sizing.png
(6 px per micron)
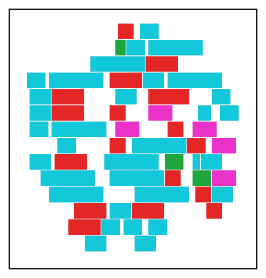
route_heat.png
(8 px per micron) 8 x 9 tiles, from dark purple (low) to yellow (high), scaled to the fullest tile. Values are wire area over tile area, all layers added.
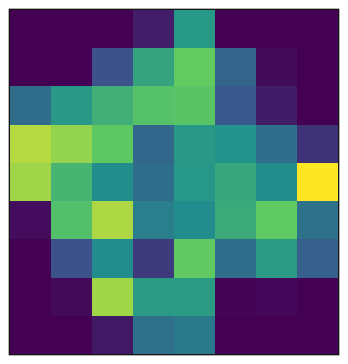
`config.mk`:
```
export PLATFORM = sky130hd
export DESIGN_NAME = interfaz_tx
export DESIGN_NICKNAME = d
export VERILOG_FILES = /design/src/rtl/interfaz_tx.sv
export SDC_FILE = /design/constraint.sdc
export NUM_CORES = 1
export LEC_CHECK = 0
export CAP_MARGIN = 0
export CORE_AREA = 2 2 39 41
export DETAILED_ROUTE_END_ITERATION = 16
export DIE_AREA = 0 0 41 43
export PLACE_DENSITY = 0.68
export SYNTH_ARGS = -nofsm -noshare
export SYNTH_HDL_FRONTEND = slang
export SYNTH_SLANG_ARGS = --single-unit
```
`constraint.sdc`:
```
create_clock -name i_clk -period 1.4 [get_ports i_clk]
set_input_delay 0.42 -clock i_clk [delete_from_list [all_inputs] [get_ports i_clk]]
set_output_delay 0.42 -clock i_clk [all_outputs]
set_load 0.005 [all_outputs]
```
`src/rtl/interfaz_tx.sv`:
```
// -----------------------------------------------------------------------------
// interfaz_tx
//
// Return-path interface between the ALU and the UART transmitter. A result is
// captured on a one-cycle valid pulse, then sent as NB_RESULT/DBIT bytes,
// least-significant byte first, using a start/done handshake with the UART.
// Valids that arrive while a result is still being sent are dropped and
// flagged on o_overrun.
//
// NB_RESULT must be an integer multiple of DBIT, giving 1..8 bytes.
//
// Ports:
//   i_clk          : system clock, rising edge
//   i_rst          : asynchronous reset, active low
//   i_result       : ALU result, sampled only on the accepting edge
//   i_result_valid : one-cycle "result ready" pulse
//   i_tx_done      : one-cycle pulse from the UART at the end of the stop bit
//   o_tx_data      : byte presented to the UART, held for the whole transfer
//   o_tx_start     : one-cycle start pulse to the UART
//   o_busy         : high while a result is being sent
//   o_overrun      : one-cycle pulse after a dropped result
// -----------------------------------------------------------------------------
module interfaz_tx #(
    parameter int DBIT      = 8,
    parameter int NB_RESULT = 8
) (
    input  logic                 i_clk,
    input  logic                 i_rst,
    input  logic [NB_RESULT-1:0] i_result,
    input  logic                 i_result_valid,
    input  logic                 i_tx_done,
    output logic [DBIT-1:0]      o_tx_data,
    output logic                 o_tx_start,
    output logic                 o_busy,
    output logic                 o_overrun
);

    localparam int NBYTES = NB_RESULT / DBIT;
    localparam int CNT_W  = $clog2(NBYTES) + 1;
    localparam logic [CNT_W-1:0] LAST_CNT = CNT_W'(NBYTES - 1);

    typedef enum logic [1:0] {
        ST_IDLE = 2'd0,
        ST_SEND = 2'd1,
        ST_WAIT = 2'd2
    } state_t;

    state_t                 state_q;
    logic [NB_RESULT-1:0]   sreg_q;
    logic [CNT_W-1:0]       cnt_q;
    logic [DBIT-1:0]        tx_data_q;
    logic                   overrun_q;

    // Next byte moves into the low DBIT bits; upper bits fill with zeros.
    logic [NB_RESULT-1:0]   sreg_shift_d;
    assign sreg_shift_d = sreg_q >> DBIT;

    always_ff @(posedge i_clk or negedge i_rst) begin
        if (!i_rst) begin
            state_q   <= ST_IDLE;
            sreg_q    <= '0;
            cnt_q     <= '0;
            tx_data_q <= '0;
            overrun_q <= 1'b0;
        end else begin
            // Any valid outside IDLE is dropped; the transfer is untouched.
            overrun_q <= i_result_valid && (state_q != ST_IDLE);

            case (state_q)
                ST_IDLE: begin
                    if (i_result_valid) begin
                        sreg_q    <= i_result;
                        cnt_q     <= '0;
                        tx_data_q <= i_result[DBIT-1:0];
                        state_q   <= ST_SEND;
                    end
                end
                // A done here cannot belong to us: nothing has been started yet.
                ST_SEND: begin
                    state_q <= ST_WAIT;
                end
                ST_WAIT: begin
                    if (i_tx_done) begin
                        if (cnt_q == LAST_CNT) begin
                            state_q <= ST_IDLE;
                        end else begin
                            sreg_q    <= sreg_shift_d;
                            cnt_q     <= cnt_q + CNT_W'(1);
                            tx_data_q <= sreg_shift_d[DBIT-1:0];
                            state_q   <= ST_SEND;
                        end
                    end
                end
                default: begin
                    state_q <= ST_IDLE;
                end
            endcase
        end
    end

    // Outputs come straight from registers: no input-to-output path.
    assign o_tx_data  = tx_data_q;
    assign o_tx_start = (state_q == ST_SEND);
    assign o_busy     = (state_q != ST_IDLE);
    assign o_overrun  = overrun_q;

endmodule

```
==> flow_summary.yaml <==
# generated from flow reports
status:
  status: "finished, violations left"
  violations: "setup timing"
final_timing:
  fin_tns_setup_ns: -0.270
  max_freq_mhz: 657
  setup_viol: 9
  slew_headroom_pct: 68.1
  final_max_slew_viol_count: 0
  final.setup_skew_ns: 0.00261
  setup_slack_ns: -0.123
  finalHoldViolCount: 0
  tightest_slew_ns: 0.477
layout:
  diodes: 0
  drive_gt1_share_pct: 43.1
  final_common_cell: "dfrtp_1"
  area.growth.synth_to_final_pct: 82.5
  fin_util_pct: 55.8
cts:
  cts_buffers: 3
  root_buffer: "clkbuf_4"
  path_clk_slew_ns: 0.07
  cts_tree: "yes"
  cts_buffer_depth: 2
  cts.sinks: 11
  cts.htree.levels: 1
power:
  power_density_nw_per_um2: 1930
  combPwrFrac_pct: 49.5
  power.net_switching_mw: 0.392
  peakVddDrop_uv: 951
  switching_share_pct: 26.3
placement:
  gp_congestion: 0.568
  port_buffers: 22
  place_ws_ns: -0.288
job:
  openroad.warnings: 28
synth:
  synthesis.area_sq_um: 423
  ys_cells: 26
  ys_types: 9
  fp_nets: 38
  ys.flops: 11
  postSynthSeqShare_pct: 65.1
  yosys_area_sq_um: 423
  ys_warn_count: 0
detailed_routing:
  wl_per_cell_microns: 11.5
  routed_wl_microns: 850
  detail-route-antenna-nets: 0
  drc_errors: 0
  vias: 320
  firstDrtPassIters: 2
  dr.first_iter.drc_count: 1
worst_setup_path:
  r2r_setup_slack_ns: -0.03
  crit_type: "reg -> out"
  cp-end-kind: "output port"
  r2r-end: "o_tx_data[7]"
  r2r_start: "state_q[1]"
  cp_max_fo: 2
  worstRegToRegCells: 5
global_routing:
  grt_util_all_layers_pct: 12.2
  grt_pass1_wl_mm: 1.41
  grt_antenna_before_repair: 0
  grt_max_degree: 12
  grt_pass1_vias: 325
  grt-ovfl-total: 0
floorplan:
  chipWidth_microns: 41
  pin_count: 23
  row_count: 14
  dieArea_sq_um: 1760
  initCoreUtil_pct: 30.6
hold_path:
  hp-class: "in -> async"
Notes on sizing.png above:
Green marks x2, cells 3, share 5.2%. Red marks x3 and x4, cells 17, share 29%, most used mux2_4. Cyan marks x1 and smaller, cells 33, share 57%, most used dfrtp_1. Magenta marks x6 and larger, cells 5, share 8.6%, most used buf_6.

Notes on route_heat.png above:
36% of the tiles are over half the peak. The mean over all tiles is 0.078. The emptiest ninth of the die: upper right.

sequential cells by signal (all words and copies together) (netlist names):
signal and flops:
o_tx_data 8, state_q 2, o_overrun 1
per-layer routing:
layer	wire length [microns]	global-route usage, %
met3	67	3.14
met1	381	16.9
met2	397	16.3
met4	4	8.00
met5	0	0
worst max-delay path by stage:
stage / endpoint / slack [ns]
after detailed placement: o_tx_data[7] / -0.29
after CTS: o_busy / -0.13
final: o_busy / -0.12
after floorplan: o_tx_data[0] / 0.24
after global placement: o_tx_data[6] / -0.29
after global routing: o_busy / -0.17
worst max-delay path, cell delays in order, from the launching register on:
cell,delay (ns)
dfrtp_1,0.39
buf_6,0.12
or2_4,0.22
buf_6,0.11
power by group through the flow:
stage | Combinational (mW) | Clock, mW | Sequential, mW
2_1_floorplan | 0.225 | 0 | 0.560
3_3_place_gp | 0.628 | 0 | 0.547
3_5_place_dp | 0.633 | 0 | 0.546
4_1_cts | 0.721 | 0.218 | 0.544
5_1_grt | 0.795 | 0.237 | 0.564
6_report | 0.738 | 0.207 | 0.545
Yosys cell counts (all sizes together):
master  instances  share of area, %
buf             1               2.7
or2             1               1.5
dfrtp          11                65
nor2            1              0.89
mux2            8                21
a21o            1               2.1
nor3b           1               3.0
and2            1               1.5
and2b           1               2.1
cell type report:
class / instances / area [sq um]
fillers: 123 / 612
flip-flops and latches: 11 / 275
repair buffers: 29 / 274
multi-input cells: 14 / 175
clock inverters: 1 / 5.00
clock buffers: 3 / 22.5
well taps: 16 / 20.0
stage by stage:
stage	cell area, sq um	cells	hold WS (ns)	total power [mW]
2_1_floorplan	423	26	0.124	0.785
3_5_place_dp	674	66	0.494	1.18
5_1_grt	772	74	0.525	1.60
6_report	772	74	0.481	1.49
3_3_place_gp	674	66	0.495	1.17
4_1_cts	758	73	0.493	1.48
cell families (layout without fill, tap and decap cells):
logic type             after synthesis  after routing  share of synthesized area (%)
AND-OR/OR-AND                        1              1                           2.07
AND/OR/NAND/NOR                      5              5                           8.88
multiplexers                         8              8                           21.3
flip-flops                          11             11                           65.1
buffers and inverters                1             33                           2.66
repair_timing:
item | 4_1_cts | 5_1_grt
buffers inserted | 2 | 1
cloned | 1 | 0
pin swaps | 2 | 0
setup endpoints to repair | 19 | 10
gates resized | 33 | 1
Power and IR drop assume default switching activity.
